==> src/rtl/eth_stats_pkg.sv <==
// eth_stats_pkg: shared constants and types for the Ethernet receive statistics block.
//   - Default counter width and runt/oversize length thresholds.
//   - Receive framing state encoding.
//   - Index map of the live statistics counters.
//   - Saturating increment helper for the 16-bit per-frame length counter.
package eth_stats_pkg;

  localparam int unsigned DefCntWidth = 64;
  localparam int unsigned DefMinFrame = 60;
  localparam int unsigned DefMaxFrame = 1518;

  localparam int unsigned LenWidth = 16;

  // Live counter slots, shared by the top level and its counter array.
  localparam int unsigned CntGood  = 0;
  localparam int unsigned CntBad   = 1;
  localparam int unsigned CntFcs   = 2;
  localparam int unsigned CntRunt  = 3;
  localparam int unsigned CntOver  = 4;
  localparam int unsigned CntBytes = 5;
  localparam int unsigned NumCnt   = 6;

  typedef enum logic [0:0] {
    StIdle    = 1'b0,
    StInFrame = 1'b1
  } rx_state_e;

  function automatic logic [LenWidth-1:0] sat_inc(input logic [LenWidth-1:0] v);
    return (&v) ? v : v + LenWidth'(1);
  endfunction

endpackage

==> src/rtl/eth_stats_counter.sv <==
// eth_stats_counter: one wrapping statistics counter.
//   clk_i   - clock
//   rst_ni  - asynchronous active-low reset, clears the count
//   clr_i   - synchronous clear; an increment in the same cycle still lands
//   inc_i   - add val_i this cycle
//   val_i   - amount to add, zero-extended or truncated to Width
//   cnt_o   - current count, wraps modulo 2^Width
module eth_stats_counter #(
  parameter int unsigned Width    = 64,
  parameter int unsigned ValWidth = 16
) (
  input  logic                clk_i,
  input  logic                rst_ni,
  input  logic                clr_i,
  input  logic                inc_i,
  input  logic [ValWidth-1:0] val_i,
  output logic [Width-1:0]    cnt_o
);

  logic [Width-1:0] cnt_d, cnt_q;
  logic [Width-1:0] base, addend;

  always_comb begin
    base   = clr_i ? '0 : cnt_q;
    addend = inc_i ? Width'(val_i) : '0;
    cnt_d  = base + addend;
  end

  always_ff @(posedge clk_i or negedge rst_ni) begin
    if (!rst_ni) begin
      cnt_q <= '0;
    end else begin
      cnt_q <= cnt_d;
    end
  end

  assign cnt_o = cnt_q;

endmodule

==> src/rtl/eth_rx_stats.sv <==
// eth_rx_stats: passive statistics monitor on a MAC receive AXI-Stream (no tready).
//   clk, rst_n            - MAC rx clock, asynchronous active-low reset
//   rx_axis_t*            - monitored receive stream (tdata ignored, length only)
//   rx_error              - bit1 = bad-FCS pulse (counted); bit0 not counted
//   enable                - counting enable, captured on a frame's first beat
//   latch, clear          - snapshot live counters / zero live counters
//   frames_*, bytes_good  - snapshot registers, updated only by latch
//   in_frame              - high between a frame's first and last beat
module eth_rx_stats
  import eth_stats_pkg::*;
#(
  parameter int unsigned C_CNT_WIDTH = DefCntWidth,
  parameter int unsigned C_MAX_FRAME = DefMaxFrame,
  parameter int unsigned C_MIN_FRAME = DefMinFrame
) (
  input  logic                   clk,
  input  logic                   rst_n,
  input  logic [7:0]             rx_axis_tdata,
  input  logic                   rx_axis_tvalid,
  input  logic                   rx_axis_tlast,
  input  logic                   rx_axis_tuser,
  input  logic [1:0]             rx_error,
  input  logic                   enable,
  input  logic                   latch,
  input  logic                   clear,
  output logic [C_CNT_WIDTH-1:0] frames_good,
  output logic [C_CNT_WIDTH-1:0] frames_bad,
  output logic [C_CNT_WIDTH-1:0] frames_fcs_err,
  output logic [C_CNT_WIDTH-1:0] frames_runt,
  output logic [C_CNT_WIDTH-1:0] frames_oversize,
  output logic [C_CNT_WIDTH-1:0] bytes_good,
  output logic                   in_frame
);

  localparam logic [LenWidth-1:0] MinLen = LenWidth'(C_MIN_FRAME);
  localparam logic [LenWidth-1:0] MaxLen = LenWidth'(C_MAX_FRAME);

  rx_state_e           state_d, state_q;
  logic [LenWidth-1:0] len_d, len_q;
  logic                en_d, en_q;

  logic [LenWidth-1:0] frame_len;
  logic                frame_en;
  logic                frame_done;
  logic                good_inc, bad_inc, runt_inc, over_inc, fcs_inc;

  logic [NumCnt-1:0]                  cnt_inc;
  logic [NumCnt-1:0][LenWidth-1:0]    cnt_val;
  logic [NumCnt-1:0][C_CNT_WIDTH-1:0] live;
  logic [NumCnt-1:0][C_CNT_WIDTH-1:0] snap_q;

  // Payload bytes and the bad-frame pulse carry no information the counters use.
  logic unused_inputs;
  assign unused_inputs = ^{rx_axis_tdata, rx_error[0]};

  always_comb begin
    state_d = state_q;
    len_d   = len_q;
    en_d    = en_q;
    if (rx_axis_tvalid) begin
      len_d = rx_axis_tlast ? '0 : sat_inc(len_q);
      if (state_q == StIdle) begin
        en_d = enable;
      end
      case (state_q)
        StIdle:    if (!rx_axis_tlast) state_d = StInFrame;
        StInFrame: if (rx_axis_tlast) state_d = StIdle;
        default:   state_d = StIdle;
      endcase
    end
  end

  always_ff @(posedge clk or negedge rst_n) begin
    if (!rst_n) begin
      state_q <= StIdle;
      len_q   <= '0;
      en_q    <= 1'b0;
    end else begin
      state_q <= state_d;
      len_q   <= len_d;
      en_q    <= en_d;
    end
  end

  // A beat seen in IDLE is a frame's first beat, so its enable is the live input;
  // later beats use the value captured on that first beat.
  assign frame_en   = (state_q == StIdle) ? enable : en_q;
  assign frame_len  = sat_inc(len_q);
  assign frame_done = rx_axis_tvalid & rx_axis_tlast & frame_en;

  assign good_inc = frame_done & ~rx_axis_tuser;
  assign bad_inc  = frame_done & rx_axis_tuser;
  assign runt_inc = good_inc & (frame_len < MinLen);
  assign over_inc = good_inc & (frame_len > MaxLen);
  assign fcs_inc  = rx_error[1] & enable;

  always_comb begin
    cnt_inc           = '0;
    cnt_inc[CntGood]  = good_inc;
    cnt_inc[CntBad]   = bad_inc;
    cnt_inc[CntFcs]   = fcs_inc;
    cnt_inc[CntRunt]  = runt_inc;
    cnt_inc[CntOver]  = over_inc;
    cnt_inc[CntBytes] = good_inc;
    cnt_val           = {NumCnt{LenWidth'(1)}};
    cnt_val[CntBytes] = frame_len;
  end

  for (genvar i = 0; i < NumCnt; i++) begin : g_cnt
    eth_stats_counter #(
      .Width   (C_CNT_WIDTH),
      .ValWidth(LenWidth)
    ) u_cnt (
      .clk_i (clk),
      .rst_ni(rst_n),
      .clr_i (clear),
      .inc_i (cnt_inc[i]),
      .val_i (cnt_val[i]),
      .cnt_o (live[i])
    );
  end

  // Snapshot takes the pre-edge live values, so a frame finishing or a clear
  // landing in the latch cycle is not reflected in that snapshot.
  always_ff @(posedge clk or negedge rst_n) begin
    if (!rst_n) begin
      snap_q <= '0;
    end else if (latch) begin
      snap_q <= live;
    end
  end

  assign frames_good     = snap_q[CntGood];
  assign frames_bad      = snap_q[CntBad];
  assign frames_fcs_err  = snap_q[CntFcs];
  assign frames_runt     = snap_q[CntRunt];
  assign frames_oversize = snap_q[CntOver];
  assign bytes_good      = snap_q[CntBytes];
  assign in_frame        = (state_q == StInFrame);

endmodule

==> config.mk <==
export PLATFORM = sky130hd
export DESIGN_NAME = eth_rx_stats
export DESIGN_NICKNAME = d
export VERILOG_FILES = /design/src/rtl/eth_stats_pkg.sv /design/src/rtl/eth_stats_counter.sv /design/src/rtl/eth_rx_stats.sv
export SDC_FILE = /design/constraint.sdc
export NUM_CORES = 1
export LEC_CHECK = 0
export CAP_MARGIN = 30
export CELL_PAD_IN_SITES_DETAIL_PLACEMENT = 0
export CELL_PAD_IN_SITES_GLOBAL_PLACEMENT = 1
export CORE_MARGIN = 1.5
export CORE_UTILIZATION = 46
export CTS_CLUSTER_DIAMETER = 200
export DETAILED_ROUTE_END_ITERATION = 12
export MAX_ROUTING_LAYER = met4
export PLACE_DENSITY = 0.87
export SYNTH_ARGS = -nofsm -noshare
export SYNTH_HDL_FRONTEND = slang
export SYNTH_HIERARCHICAL = 1
export SYNTH_SLANG_ARGS = --single-unit
==> constraint.sdc <==
create_clock -name clk -period 6 [get_ports clk]
set_input_delay 0.6 -clock clk [delete_from_list [all_inputs] [get_ports clk]]
set_output_delay 0.6 -clock clk [all_outputs]
set_load 0.01 [all_outputs]
Met3 routing:
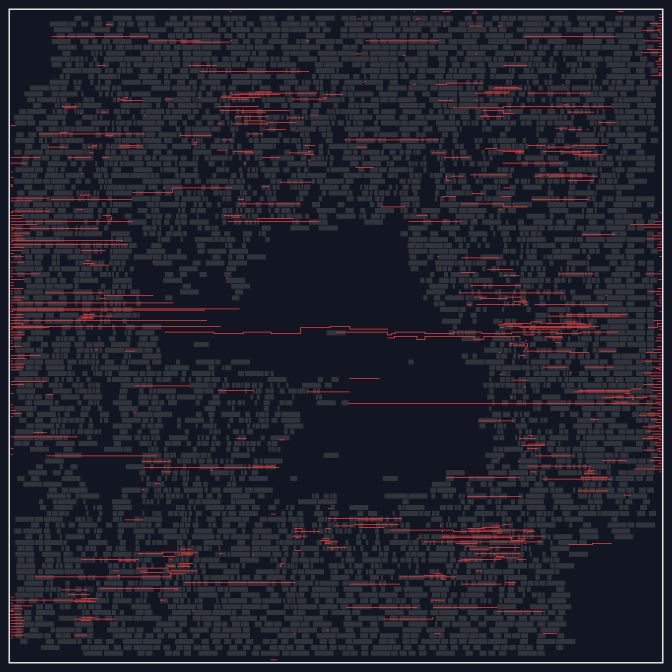
longest straight run = 145 µm
nets with wire on the layer = 434
wire length on this layer = 5990 µm
main direction = horizontal
share of all routed wire = 5.4%

The metal 1 layer:
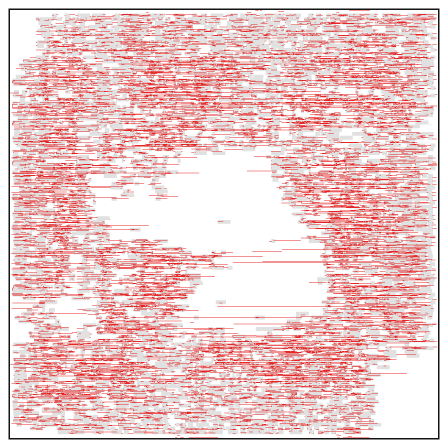
longest straight run = 107 µm
share of all routed wire = 44%
main direction = horizontal

==> deck_impl_summary.md <==
Synthesis and Place & Route Summary

Outcome
  • Status: finished clean

Global route
  • First-pass GRT wire length: roughly 180000 µm
  • Met1 usage: 0.320

Final layout
  • Most frequent logic cells in the routed design: dfrtp_1, mux2_2, clkdlybuf4s50_1, xnor2_1, nand2_1
  • Inverter count: 46
  • # fillers: 7829
  • Final net count: 4429
  • Fraction of final layout cells with drive strength greater than 1: 0.156
  • Top class by area: multi-input combinational cells
  • Finished Layout Cells: 5551

Yosys
  • Adder Share, Synth: 0.0319
  • Register bit total from synthesis: around 790
  • Post-synth cell types: about 100
  • Mux area share: 0.109
  • Biggest area cells: dfrtp_1, mux2_2, xnor2_1
  • Simple-Gate Area Share: 0.195
  • Yosys chip area: 41800 µm²

Routing
  • Via count: roughly 31000
  • Max Used Layer: met4
  • Average routed wire per standard cell: 19.9 µm

Worst setup path
  • Critical path startpoint category: flop
  • Largest stage delay on the critical path: a little over 700 ps
  • Crit path to: g_cnt[3].u_cnt/cnt_o[24]

Final timing
  • Fmax: 195 MHz
  • Rel. slew slack: 0.260

Floorplan
  • Core box area: 90000 µm²

Placement
  • Final GP Congestion: 0.928

Power and ir drop
  • Worst vdd ir: roughly 0.18 mV
Signal wires on met2:
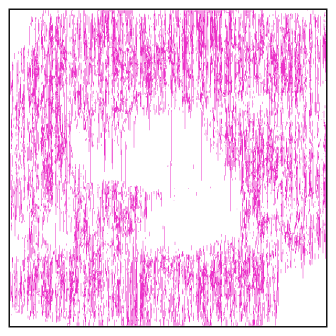
nets with wire on the layer = 3853
longest straight run = 130 µm
share of all routed wire = 47%

Congestion heat map:
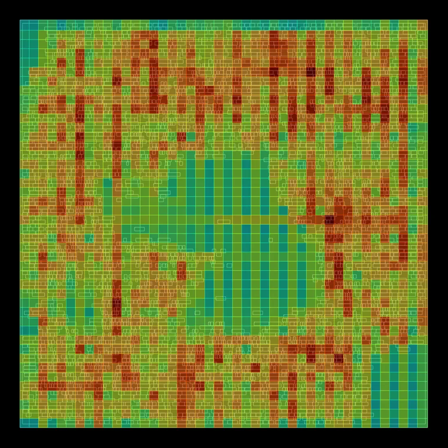
GRT Overall Usage: 0.244
grt met2 use: 0.384
GR peak layer: met2
GR Layer Usage met3: 0.0420

Power and IR drop assume default switching activity.
